### Supply network

Scale bar: 20 um. Pins as bars on the die edge.
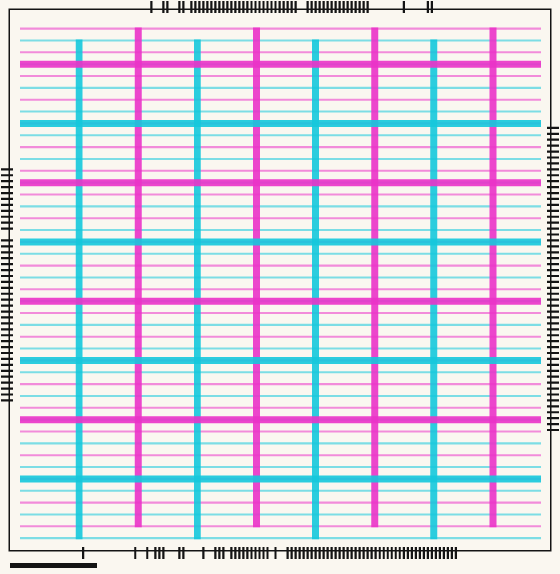
### Metal layers overlaid

Scale bar: 20 um. Two of the layers only.
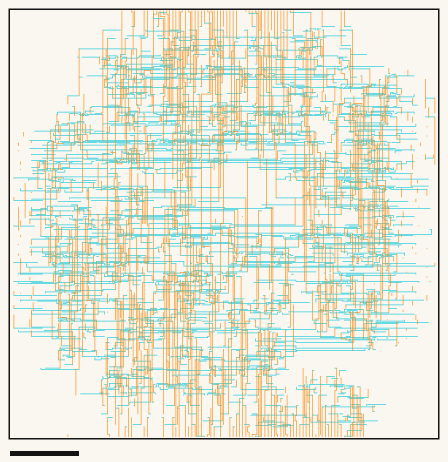
### The metal 2 layer

Scale bar: 20 um.
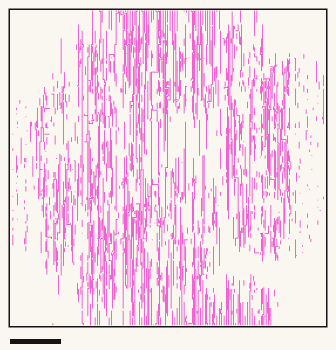
<file path="config.mk">
export PLATFORM = sky130hd
export DESIGN_NAME = pubexp_select_ctrl_flat
export DESIGN_NICKNAME = d
export VERILOG_FILES = /design/src/rtl/pubexp_select_ctrl_if.sv /design/src/rtl/pubexp_select_ctrl.sv /design/src/flat_wrapper.sv
export SDC_FILE = /design/constraint.sdc
export NUM_CORES = 1
export LEC_CHECK = 0
export ABC_CLOCK_PERIOD_IN_PS = 6100
export CORE_MARGIN = 2
export CORE_UTILIZATION = 35
export CTS_CLUSTER_DIAMETER = 50
export CTS_CLUSTER_SIZE = 16
export DETAILED_ROUTE_END_ITERATION = 8
export GPL_TIMING_DRIVEN = 0
export PLACE_DENSITY_LB_ADDON = 0.3
export SLEW_MARGIN = 0
export SYNTH_ARGS = -nofsm -noshare
export SYNTH_HDL_FRONTEND = slang
export SYNTH_SLANG_ARGS = --single-unit
</file>
<file path="constraint.sdc">
create_clock -name clk -period 6.1 [get_ports clk]
set_clock_uncertainty 0.1 [all_clocks]
set_input_delay 0.915 -clock clk [delete_from_list [all_inputs] [get_ports clk]]
set_output_delay 0.915 -clock clk [all_outputs]
set_load 0.01 [all_outputs]
</file>
<file path="src/rtl/pubexp_select_ctrl_if.sv">
// pubexp_select_ctrl_if: sequencer, RNG and gcd signals of the public-exponent selector
// master: key-gen sequencer plus RNG/gcd side (drives start/phi/rng_data/gcd_done/gcd_result)
// slave: pubexp_select_ctrl (drives busy/done/fail/e_out/attempts/rng_en/gcd_start/gcd_a/gcd_b)
interface pubexp_select_ctrl_if #(
  parameter int WIDTH     = 32,
  parameter int MAX_TRIES = 64
);
  localparam int CW = $clog2(MAX_TRIES + 1);
  logic             start;
  logic [WIDTH-1:0] phi;
  logic             busy;
  logic             done;
  logic             fail;
  logic [WIDTH-1:0] e_out;
  logic [CW-1:0]    attempts;
  logic             rng_en;
  logic [WIDTH-1:0] rng_data;
  logic             gcd_start;
  logic [WIDTH-1:0] gcd_a;
  logic [WIDTH-1:0] gcd_b;
  logic             gcd_done;
  logic [WIDTH-1:0] gcd_result;
  modport master (
    output start, phi, rng_data, gcd_done, gcd_result,
    input  busy, done, fail, e_out, attempts, rng_en, gcd_start, gcd_a, gcd_b
  );
  modport slave (
    input  start, phi, rng_data, gcd_done, gcd_result,
    output busy, done, fail, e_out, attempts, rng_en, gcd_start, gcd_a, gcd_b
  );
endinterface

</file>
<file path="src/rtl/pubexp_select_ctrl.sv">
// pubexp_select_ctrl: draws RNG candidates, filters them against phi and accepts the first with gcd(e, phi) = 1
// ports: clk, rst (sync, active-high); bus = pubexp_select_ctrl_if.slave
//   (start/phi/busy/done/fail/e_out/attempts, rng_en/rng_data, gcd_start/gcd_a/gcd_b/gcd_done/gcd_result)
// PUBEXP_FORCE_ODD_EN: when defined, sampled draws are forced odd instead of even ones being rejected
module pubexp_select_ctrl #(
  parameter int WIDTH     = 32,
  parameter int MAX_TRIES = 64
) (
  input logic                 clk,
  input logic                 rst,
  pubexp_select_ctrl_if.slave bus
);
  localparam int CW = $clog2(MAX_TRIES + 1);
  typedef enum logic [2:0] {IDLE, DRAW, SAMPLE, CHECK, GCD_REQ, GCD_WAIT, FINISH} state_t;
  state_t           state, state_n;
  logic [WIDTH-1:0] phi_q;
  logic [WIDTH-1:0] cand;
  logic             ok;
  logic             last;
  logic             cand_ok;
  logic             coprime;
  assign last    = bus.attempts == CW'(MAX_TRIES);
  assign cand_ok = cand >= WIDTH'(3) && cand < phi_q && cand[0];
  assign coprime = bus.gcd_result == WIDTH'(1);
  always_comb begin
    state_n       = state;
    bus.busy      = state != IDLE;
    bus.rng_en    = state == DRAW;
    bus.gcd_start = state == GCD_REQ;
    bus.done      = state == FINISH && ok;
    bus.fail      = state == FINISH && !ok;
    bus.gcd_a     = cand;
    bus.gcd_b     = phi_q;
    case (state)
      IDLE:     if (bus.start) state_n = bus.phi < WIDTH'(4) ? FINISH : DRAW;
      DRAW:     state_n = SAMPLE;
      SAMPLE:   state_n = CHECK;
      CHECK:    state_n = cand_ok ? GCD_REQ : last ? FINISH : DRAW;
      GCD_REQ:  state_n = GCD_WAIT;
      GCD_WAIT: if (bus.gcd_done) state_n = coprime || last ? FINISH : DRAW;
      default:  state_n = IDLE;
    endcase
  end
  always_ff @(posedge clk) begin
    if (rst) begin
      state        <= IDLE;
      phi_q        <= '0;
      cand         <= '0;
      ok           <= 1'b0;
      bus.e_out    <= '0;
      bus.attempts <= '0;
    end else begin
      state <= state_n;
      if (state == IDLE && bus.start) begin
        phi_q        <= bus.phi;
        ok           <= 1'b0;
        bus.e_out    <= '0;
        bus.attempts <= '0;
      end
      if (state == DRAW) bus.attempts <= bus.attempts + CW'(1);
`ifdef PUBEXP_FORCE_ODD_EN
      if (state == SAMPLE) cand <= bus.rng_data | WIDTH'(1);
`else
      if (state == SAMPLE) cand <= bus.rng_data;
`endif
      if (state == GCD_WAIT && bus.gcd_done && coprime) begin
        ok        <= 1'b1;
        bus.e_out <= cand;
      end
    end
  end
endmodule

</file>
<file path="src/flat_wrapper.sv">
// flat-port wrapper written by rule: the top's interface ports become plain ports
module pubexp_select_ctrl_flat 
#(
  parameter int WIDTH     = 32,
  parameter int MAX_TRIES = 64
)
  (clk, rst, bus_start, bus_phi, bus_rng_data, bus_gcd_done, bus_gcd_result, bus_busy, bus_done, bus_fail, bus_e_out, bus_attempts, bus_rng_en, bus_gcd_start, bus_gcd_a, bus_gcd_b);
  pubexp_select_ctrl_if #(.WIDTH(WIDTH), .MAX_TRIES(MAX_TRIES)) bus_i ();
  input logic clk;
  input logic rst;
  input wire logic [$bits(bus_i.start)-1:0] bus_start;
  input wire logic [$bits(bus_i.phi)-1:0] bus_phi;
  input wire logic [$bits(bus_i.rng_data)-1:0] bus_rng_data;
  input wire logic [$bits(bus_i.gcd_done)-1:0] bus_gcd_done;
  input wire logic [$bits(bus_i.gcd_result)-1:0] bus_gcd_result;
  output wire logic [$bits(bus_i.busy)-1:0] bus_busy;
  output wire logic [$bits(bus_i.done)-1:0] bus_done;
  output wire logic [$bits(bus_i.fail)-1:0] bus_fail;
  output wire logic [$bits(bus_i.e_out)-1:0] bus_e_out;
  output wire logic [$bits(bus_i.attempts)-1:0] bus_attempts;
  output wire logic [$bits(bus_i.rng_en)-1:0] bus_rng_en;
  output wire logic [$bits(bus_i.gcd_start)-1:0] bus_gcd_start;
  output wire logic [$bits(bus_i.gcd_a)-1:0] bus_gcd_a;
  output wire logic [$bits(bus_i.gcd_b)-1:0] bus_gcd_b;
  assign bus_i.start = bus_start;
  assign bus_i.phi = bus_phi;
  assign bus_i.rng_data = bus_rng_data;
  assign bus_i.gcd_done = bus_gcd_done;
  assign bus_i.gcd_result = bus_gcd_result;
  assign bus_busy = bus_i.busy;
  assign bus_done = bus_i.done;
  assign bus_fail = bus_i.fail;
  assign bus_e_out = bus_i.e_out;
  assign bus_attempts = bus_i.attempts;
  assign bus_rng_en = bus_i.rng_en;
  assign bus_gcd_start = bus_i.gcd_start;
  assign bus_gcd_a = bus_i.gcd_a;
  assign bus_gcd_b = bus_i.gcd_b;
  pubexp_select_ctrl #(.WIDTH(WIDTH), .MAX_TRIES(MAX_TRIES)) u_core (.clk(clk), .rst(rst), .bus(bus_i));
endmodule
</file>
==> flow_summary.toml <==
# synthesis and place-and-route metrics
[outcome]
status = "complete, no violations"

[clock_tree]
cts_root_buffer = "clkbuf_16"
cts-buffers-inserted = 9
cts_hold_buf = 0

[placement]
dp_hpwl_mm = 13.5
port_buffers = 206
dp_cells = 1043

[synthesis]
ff_type = "dfxtp_1"
synth_seq_share_pct = 42.5
ys.flops = 107
avgSynthCellArea_um2 = 7.67

[timing]
hold_ws_ps = 365
fmax_mhz = 344
max_slew_margin_pct = 57.9
report.final.slew_viol_count = 0
tightest_slew_ps = 632

[floorplan]
dieWidth_um = 124
io_pins = 208

[global_routing]
track_usage_pct = 22.3
antenna_found_initial = 0
grt_pass1_wl_mm = 25.9
grt_pass1_vias = 4831

[worst_setup_path]
reg2reg_from = "u_core.bus.gcd_b[29]"
arrival_ps = 1890
crit_start = "u_core.state[1]"
worstSetupPathType = "flop to primary output"
cp-start-kind = "flop"
r2r_slack_ps = 3790

[power_and_ir_drop]
ir_drop_mv = 0.127

[cells_and_area]
antenna_cells = 0
fin_util_pct = 54.4
comb_area_um2 = 2560
regArea_um2 = 2140

[min_path]
whs_path_depth = 2
worstHoldEndpoint = "u_core.bus.e_out[13]"

[run]
maxCapViolations = 0
About 'Supply network':
VDD: in magenta. VSS: in cyan.
8 straps on met4. 208 signal pins sit on the boundary.

About 'Metal layers overlaid':
metal 2: in orange, wire length 8080 um. metal 1: in cyan, wire length 8040 um.
final wirelength: 17.4 mm
routed len/inst: 16.5 um

About 'The metal 2 layer':
The longest straight run is 62.6 um. The wires run mostly vertical. 818 nets have wire on it.

per-stage QoR:
stage | total power (W) | setup slack, ps
2_1_floorplan | 0.00114 | 3800
3_3_place_gp | 0.00144 | 2910
3_5_place_dp | 0.00145 | 2900
4_1_cts | 0.00202 | 3160
5_1_grt | 0.00212 | 3000
6_report | 0.00201 | 3190
registers in the layout, indices dropped and copies added, names as in the netlist:
signal and flops:
u_core.ok 1, u_core.bus.attempts 7, u_core.bus.gcd_a 32, u_core.bus.e_out 32
u_core.state 3, u_core.bus.gcd_b 32
layer usage:
| metal | vias to the layer above | wire, um | global-route usage [%] |
|---|---|---|---|
| met1 | 2500 | 8040 | 30.8 |
| met4 | 0 | 259 | 7.09 |
| li1 | 2688 | - | - |
| met2 | 162 | 8080 | 35.5 |
| met5 | - | 0 | 0 |
| met3 | 20 | 1060 | 3.75 |
worst max-delay path, stage by stage (launching register included):
cell             delay, ps
dfxtp_1                320
buf_2                  200
nor2b_1                280
nand2_1                 80
nor2_1                 110
clkdlybuf4s50_1        540
where the power goes:
part	leakage (nW)	switching, W	total [W]	internal [W]
combinational	1.77	0.000332	0.000616	0.000284
clock	0.145	0.000271	0.000575	0.000304
sequential	0.868	0.0000636	0.000816	0.000752
total	2.79	0.000667	0.00201	0.00134
cell families after synthesis:
| kind of cell | after synthesis | share of synthesized area, % |
|---|---|---|
| buffers and inverters | 79 | 6.71 |
| adder cells (fa/ha/maj) | 33 | 8.20 |
| flip-flops | 107 | 42.5 |
| AND-OR/OR-AND | 145 | 15.9 |
| XOR/XNOR | 1 | 0.174 |
| multiplexers | 2 | 0.447 |
| AND/OR/NAND/NOR | 290 | 26.0 |
cell usage after synthesis, drive strengths merged (2+ instances only):
| cell type | number | area, um2 |
|---|---|---|
| and3 | 4 | 25.0 |
| nor4 | 23 | 144 |
| a211oi | 3 | 22.5 |
| nand2b | 2 | 12.5 |
| o21a | 3 | 22.5 |
| o22ai | 2 | 12.5 |
| o21ai | 5 | 25.0 |
| a21oi | 113 | 566 |
| nor3 | 8 | 51.3 |
| ha | 33 | 413 |
| clkbuf | 21 | 78.8 |
| and4 | 5 | 43.8 |
| nor2 | 16 | 60.1 |
| nand3 | 38 | 190 |
| nand2 | 178 | 671 |
| a21o | 6 | 45.0 |
| buf | 18 | 109 |
| dfxtp | 107 | 2140 |
| mux2 | 2 | 22.5 |
| nor2b | 2 | 12.5 |
| and2 | 2 | 12.5 |
| inv | 40 | 150 |
| o31ai | 2 | 15.0 |
| nand4 | 7 | 43.8 |
worst max path at each step:
stage / slack (ps) / cells after the start / endpoint
after global placement: 2910 / 8 / u_core.bus.e_out[25]
after floorplan: 3800 / 7 / u_core.bus.e_out[22]
final: 3190 / 5 / bus_fail
after detailed placement: 2900 / 8 / u_core.bus.e_out[4]
after CTS: 3160 / 5 / bus_fail
after global routing: 3000 / 8 / u_core.bus.e_out[26]
area by class of cell:
cell class | count | share of cell area (%)
Multi-Input combinational cell | 471 | 33.6
Sequential cell | 107 | 28.1
Timing Repair Buffer | 206 | 27.1
Clock buffer | 12 | 3.37
Tap cell | 180 | 2.96
Buffer | 39 | 2.47
Inverter | 40 | 1.97
Clock inverter | 4 | 0.444
Power is estimated from default activity; no workload was simulated.
